Figure 1. Cell outlines without signal wires (run 1).
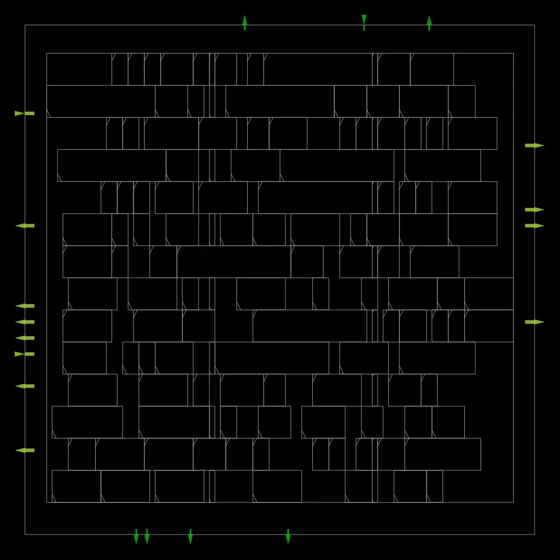
Figure 2. Routed metal, one colour a layer (run 1).
Scale: 6 px per um. Two of the layers only.
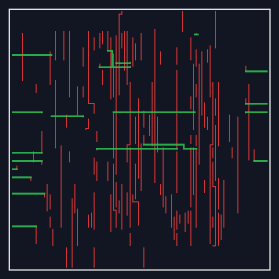
Figure 3. Pin map (run 1).
Scale: 12 px per um. Pins as bars across the die edge, other pins in grey.
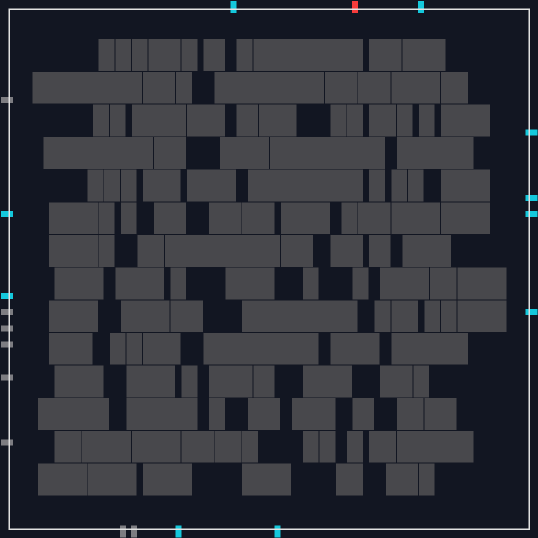
Figure 4. M2 wires (run 1).
Scale: 12 px per um.
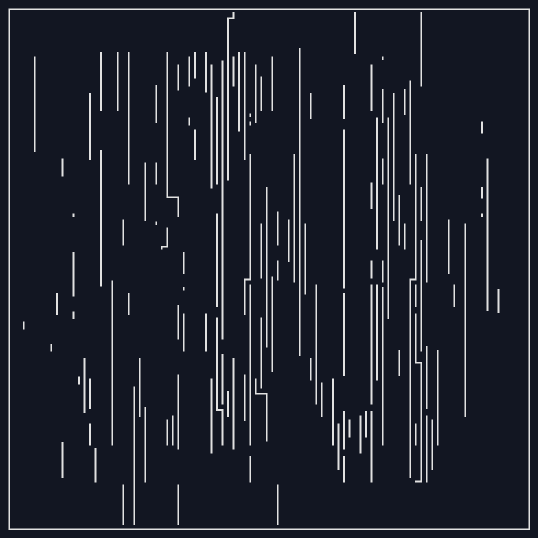
**config.mk**
```make
export PLATFORM = sky130hd
export DESIGN_NAME = control_unit
export DESIGN_NICKNAME = d
export VERILOG_FILES = /design/src/rtl/control_unit.sv
export SDC_FILE = /design/constraint.sdc
export NUM_CORES = 1
export LEC_CHECK = 0
export ABC_AREA = 1
export CAP_MARGIN = 25
export CORE_MARGIN = 1.5
export CORE_UTILIZATION = 35
export DETAILED_ROUTE_END_ITERATION = 6
export GPL_ROUTABILITY_DRIVEN = 1
export GPL_TIMING_DRIVEN = 0
export PLACE_DENSITY_LB_ADDON = 0.08
export SYNTH_ARGS = -nofsm -noshare
export SYNTH_HDL_FRONTEND = slang
export SYNTH_SLANG_ARGS = --single-unit
```
**constraint.sdc**
```tcl
create_clock -name clk -period 1 [get_ports clk]
set_clock_uncertainty 0.05 [all_clocks]
set_input_delay 0.1 -clock clk [delete_from_list [all_inputs] [get_ports clk]]
set_output_delay 0.1 -clock clk [all_outputs]
set_load 0.02 [all_outputs]
```
**src/rtl/control_unit.sv**
```systemverilog
// control_unit: five-stage multicycle sequencer (FETCH, DECODE, ALU, MEM, REGWRITE) with memory stall support
//   clk          : single clock, rising edge
//   rst_n        : asynchronous active-low reset
//   needWait     : memory stall request, honoured only in FETCH and MEM
//   fetch_en     : fetch stage / instruction read enable
//   decode_en    : decoder enable
//   alu_en       : ALU enable
//   mem_en       : memory controller granted to data stage
//   reg_write_en : register/PC writeback enable
//   incr_pc      : PC += 2 strobe, high in the cycle a fetch completes
//   dbg_state    : {retired count[3:0], stall, one-hot state[4:0]}
module control_unit (
  input  logic       clk,
  input  logic       rst_n,
  input  logic       needWait,
  output logic       fetch_en,
  output logic       decode_en,
  output logic       alu_en,
  output logic       mem_en,
  output logic       reg_write_en,
  output logic       incr_pc,
  output logic [9:0] dbg_state
);
  typedef enum logic [4:0] {
    FETCH    = 5'b00001,
    DECODE   = 5'b00010,
    ALU      = 5'b00100,
    MEM      = 5'b01000,
    REGWRITE = 5'b10000
  } state_t;
  state_t     state, state_nx;
  logic [3:0] count;
  logic       stall;
  always_ff @(posedge clk or negedge rst_n)
    if (!rst_n) begin
      state <= FETCH;
      count <= 4'd0;
    end else begin
      state <= state_nx;
      if (state == REGWRITE) count <= count + 4'd1;
    end
  // Only FETCH and MEM talk to the memory controller, so only they can stall.
  assign stall = rst_n & needWait & ((state == FETCH) | (state == MEM));
  always_comb begin
    state_nx = state;
    if (!stall)
      state_nx = state == FETCH  ? DECODE :
                 state == DECODE ? ALU :
                 state == ALU    ? MEM :
                 state == MEM    ? REGWRITE : FETCH;
  end
  // Outputs are gated by rst_n directly so an aborted instruction emits nothing while reset is held.
  assign fetch_en     = rst_n & (state == FETCH);
  assign decode_en    = rst_n & (state == DECODE);
  assign alu_en       = rst_n & (state == ALU);
  assign mem_en       = rst_n & (state == MEM);
  assign reg_write_en = rst_n & (state == REGWRITE);
  assign incr_pc      = fetch_en & ~needWait;
  assign dbg_state    = rst_n ? {count, stall, state} : 10'h001;
endmodule

```
==> metrics.yaml, run 1 <==
logic_synthesis:
  ys.flops: 9
  synthCells: 82
  fp_nets: 86
  post_synth_instance_area_um2: 566
  average_cell_area_after_synthesis_um2: 6.90
  synth-xor-area-share_pct: 4.65
  total_cell_area_reported_by_yosys_after_synthesis_um2: 566
  adder_share_pct: 2.21
  yosysWarningCount: 0
place:
  pre_cts_slack_ns: -1.27
  globalplace.congestion: 0.726
clocking:
  clkTransAtPathRegs_ns: 0.06
  post_cts_hold_buffer_count: 1
  post-cts-setup-buffer-count: 19
critical_path:
  path_class: "register to primary output"
  regToRegStartpoint: "state[0]$_DFFE_PN1N_"
  worst-r2r-setup-slack_ns: -0.50
floorplanning:
  well_tap_count: 16
  initCoreUtil_pct: 37.5
  floorplan.io_pins: 19
power:
  switching_share_pct: 42.2
  p_sw_mw: 1.00
  reported_clock_group_power_mw: 0.272
status:
  status: "finished, violations left"
  failed_checks: "setup timing"
layout:
  final_layout_size_suffix_gt1_share_pct: 64.2
  seqAreaFraction_pct: 20.7
  combinational_gate_area_um2: 398
  non_clock_buffer_count: 38
  nFlopsAndLatches: 9
final_timing:
  postLayoutSetupSlackWorst_ns: -0.549
  tightestPinTransition_ns: 0.455
  max_clock_freq_mhz: 645
  post-route-period-util_pct: 155
  report.final.setup_viol: 22
drt:
  iteration_0_drc_count_of_the_detailed_router: 4
  detailedRoute.firstPassIterationCount: 4
job:
  drv_cap: 0
  warning_count: 29
-- Figure 1 (at the start) --
FILL cells: 127
Floorplan Core Area: 1510 um2

-- Figure 2 (at the start) --
layer	colour	wire length
M2	red	725 um
M3	green	98.8 um
GRT Total Usage: 19.6%
vias after detailed routing: 630
mean routed wirelength per cell: 11.0 um
drt total wl: 1530 um

-- Figure 3 (at the start) --
port	colour	pins	direction	edge
`dbg_state`	cyan	10	output	4 right, 2 left, 2 bottom, 2 top
`rst_n`	red	1	input	top
all pins by edge	8 left, 4 bottom, 4 right, 3 top
count of input and output buffers: 18
die width: 43.2 um
vertical die dimension: 43.2 um

-- Figure 4 (at the start) --
share of all routed wire	47%
main direction	vertical
nets with wire on the layer	106
GR Layer Usage met2: 29.0%

## run 1: routing by layer
layer | share of wire, % | GRT usage (%) | wire (um)
met3 | 6.4 | 5.53 | 98
met2 | 47 | 29.0 | 725
met4 | 1.5 | 9.70 | 23
met1 | 45 | 26.1 | 685
met5 | 0 | 0 | 0
## run 1: layout by cell type (no fill, tap or decap)
master and instances:
dfstp_2 1, xnor2_1 3, a21oi_1 1, o21ai_1 1, nand2_1 16, nor2_1 2
nand3_1 1, nand2_2 6, clkdlybuf4s50_1 1, inv_2 9, a21oi_4 1, nor3_4 1
dlygate4sd3_1 1, nor2_2 4, nand3_2 2, buf_6 21, inv_1 10, clkbuf_1 1
nand2_4 1, ha_1 1, a21oi_2 1, nand3_4 3, o21ai_0 2, buf_4 14
dfrtp_2 4, clkbuf_4 4, nor2_4 7, dfrtp_1 4
## run 1: flip-flops by register name, indices dropped and copies added (netlist names)
signal,cells
state,5
count,4
## run 1: through the flow
step,std cells,power (mW)
after global placement,116,1.51
final,139,2.37
after floorplan,82,1.24
after global routing,139,2.55
after detailed placement,116,1.52
after CTS,139,2.29
## run 1: synth_stat cells
library cell,instances,area (um2)
nor3_1,1,5.00
dfstp_2,1,26.3
inv_1,19,71.3
nand3_1,3,15.0
clkbuf_1,1,3.75
nand3_2,3,30.0
ha_1,1,12.5
o21ai_1,1,5.00
nand2_2,1,6.26
dfrtp_1,8,200
xnor2_1,3,26.3
o21ai_0,2,10.0
nor2_2,3,18.8
nand2_1,22,82.6
a21oi_1,3,15.0
nor2_1,10,37.5
## run 1: critical path, delay by kind of cell, from the launching register on
kind / cells / cell delay [ns]
flip-flops: 1 / 0.57
buffers and inverters: 2 / 0.20
AND/OR/NAND/NOR: 3 / 0.38
==> run 1 -> run 2 <==
--- a/config.mk
+++ b/config.mk
@@ -13,6 +13,7 @@
 export GPL_ROUTABILITY_DRIVEN = 1
 export GPL_TIMING_DRIVEN = 0
 export PLACE_DENSITY_LB_ADDON = 0.08
+export SETUP_SLACK_MARGIN = 0.05
 export SYNTH_ARGS = -nofsm -noshare
 export SYNTH_HDL_FRONTEND = slang
 export SYNTH_SLANG_ARGS = --single-unit
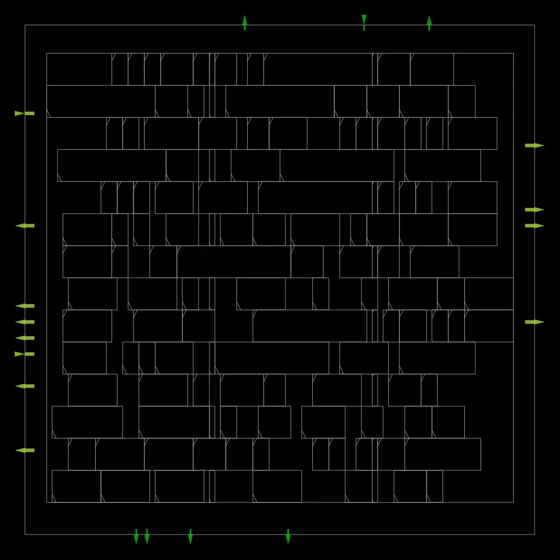
Figure 5: run 2, cell outlines without signal wires.
fraction of standard cell area that is sequential: 20.7%
number of placement rows: 14

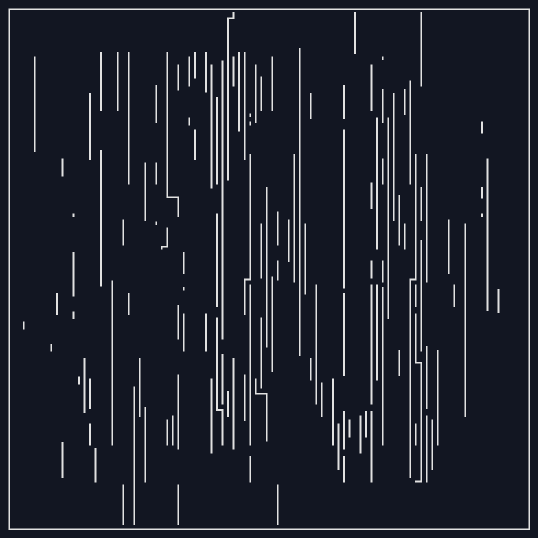
Figure 6: run 2, M2 wires.
Scale: 12 px per um.
wire length on this layer	725 um
nets with wire on the layer	106

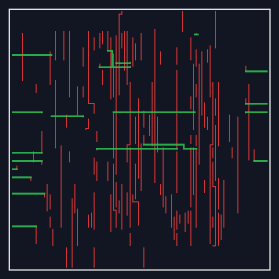
Figure 7: run 2, routed metal, one colour a layer.
Scale: 6 px per um. Two of the layers only.
layer	colour	wire length
M3	green	98.8 um
M2	red	725 um

==> metrics.yaml, run 2 <==
logic_synthesis:
  synth_top_flop_cell: "dfrtp_1"
  synthCells: 82  # unchanged
  post_synth_instance_area_um2: 566  # unchanged
  most_common_cell: "nand2_1"
  total_cell_area_reported_by_yosys_after_synthesis_um2: 566  # unchanged
floorplanning:
  floorplan_core_area_um2: 1510  # unchanged
  floorplan.die.height_um: 43.2  # unchanged
  initCoreUtil_pct: 37.5  # unchanged
  floorplan.io_pins: 19  # unchanged
drt:
  wl_per_cell_um: 11.0  # unchanged
final_timing:
  report.final.setup_viol: 22  # unchanged
  tightestPinTransition_ns: 0.455  # unchanged
  max_clock_freq_mhz: 645  # unchanged
  postLayoutSetupSlackWorst_ns: -0.549  # unchanged
status:
  status: "finished, violations left"
  failed_checks: "setup timing"
layout:
  nFlopsAndLatches: 9  # unchanged
  largest_register_ff_count: 5  # unchanged
  layout.cells.most_common: "buf_6"
  top_register: "state"
  filler_cell_count: 127  # unchanged
job:
  drv_cap: 0  # unchanged
[run 2: cell counts in the layout (fill, tap and decap cells not counted)]
Identical to the previous run, type by type.
[run 2: power by group]
group | switching [mW] | internal, mW | leakage [nW]
Clock | 0.119 | 0.153 | 0.0150
Combinational | 0.774 | 0.746 | 0.462
Sequential | 0.108 | 0.470 | 0.114
[run 2: repair_timing]
item	in CTS	in global routing
gates resized	123	16
buffers inserted	19	5
pin swaps	11	7
hold endpoints to repair	9	0
setup endpoints to repair	25	25
hold buffers	1	0
cloned	0	0
[run 2: how the worst max path moves through the flow]
stage / startpoint / endpoint / slack, ns / cells past startpoint
6_report: state[0]$_DFFE_PN1N_ / incr_pc / -0.55 / 5
5_1_grt: state[0]$_DFFE_PN1N_ / incr_pc / -0.62 / 5
4_1_cts: state[0]$_DFFE_PN1N_ / incr_pc / -0.56 / 5
3_5_place_dp: rst_n / incr_pc / -1.27 / 4
3_3_place_gp: rst_n / incr_pc / -1.30 / 4
2_1_floorplan: state[0]$_DFFE_PN1N_ / incr_pc / -0.25 / 4
[run 2: stage by stage]
stage / instance area, um2 / std cells / setup WS (ns)
final: 1120 / 139 / -0.549
after global routing: 1120 / 139 / -0.617
after CTS: 1090 / 139 / -0.561
after detailed placement: 851 / 116 / -1.27
after global placement: 851 / 116 / -1.30
after floorplan: 651 / 82 / -0.248
[run 2: per-layer routing]
metal	vias up	share of wire (%)	wire length, um
met5	-	0	0
met4	0	1.5	23
met3	4	6.4	98
met2	23	47	725
met1	278	45	685
li1	325	-	-
[run 2: cell families after synthesis]
logic type | Yosys count | synth area share, %
AND/OR/NAND/NOR | 43 | 34.5
buffers and inverters | 20 | 13.3
flip-flops | 9 | 40.0
AND-OR/OR-AND | 6 | 5.31
XOR/XNOR | 3 | 4.65
adder cells (fa/ha/maj) | 1 | 2.21
No activity file was given, so power comes from the tool's default toggle rates.
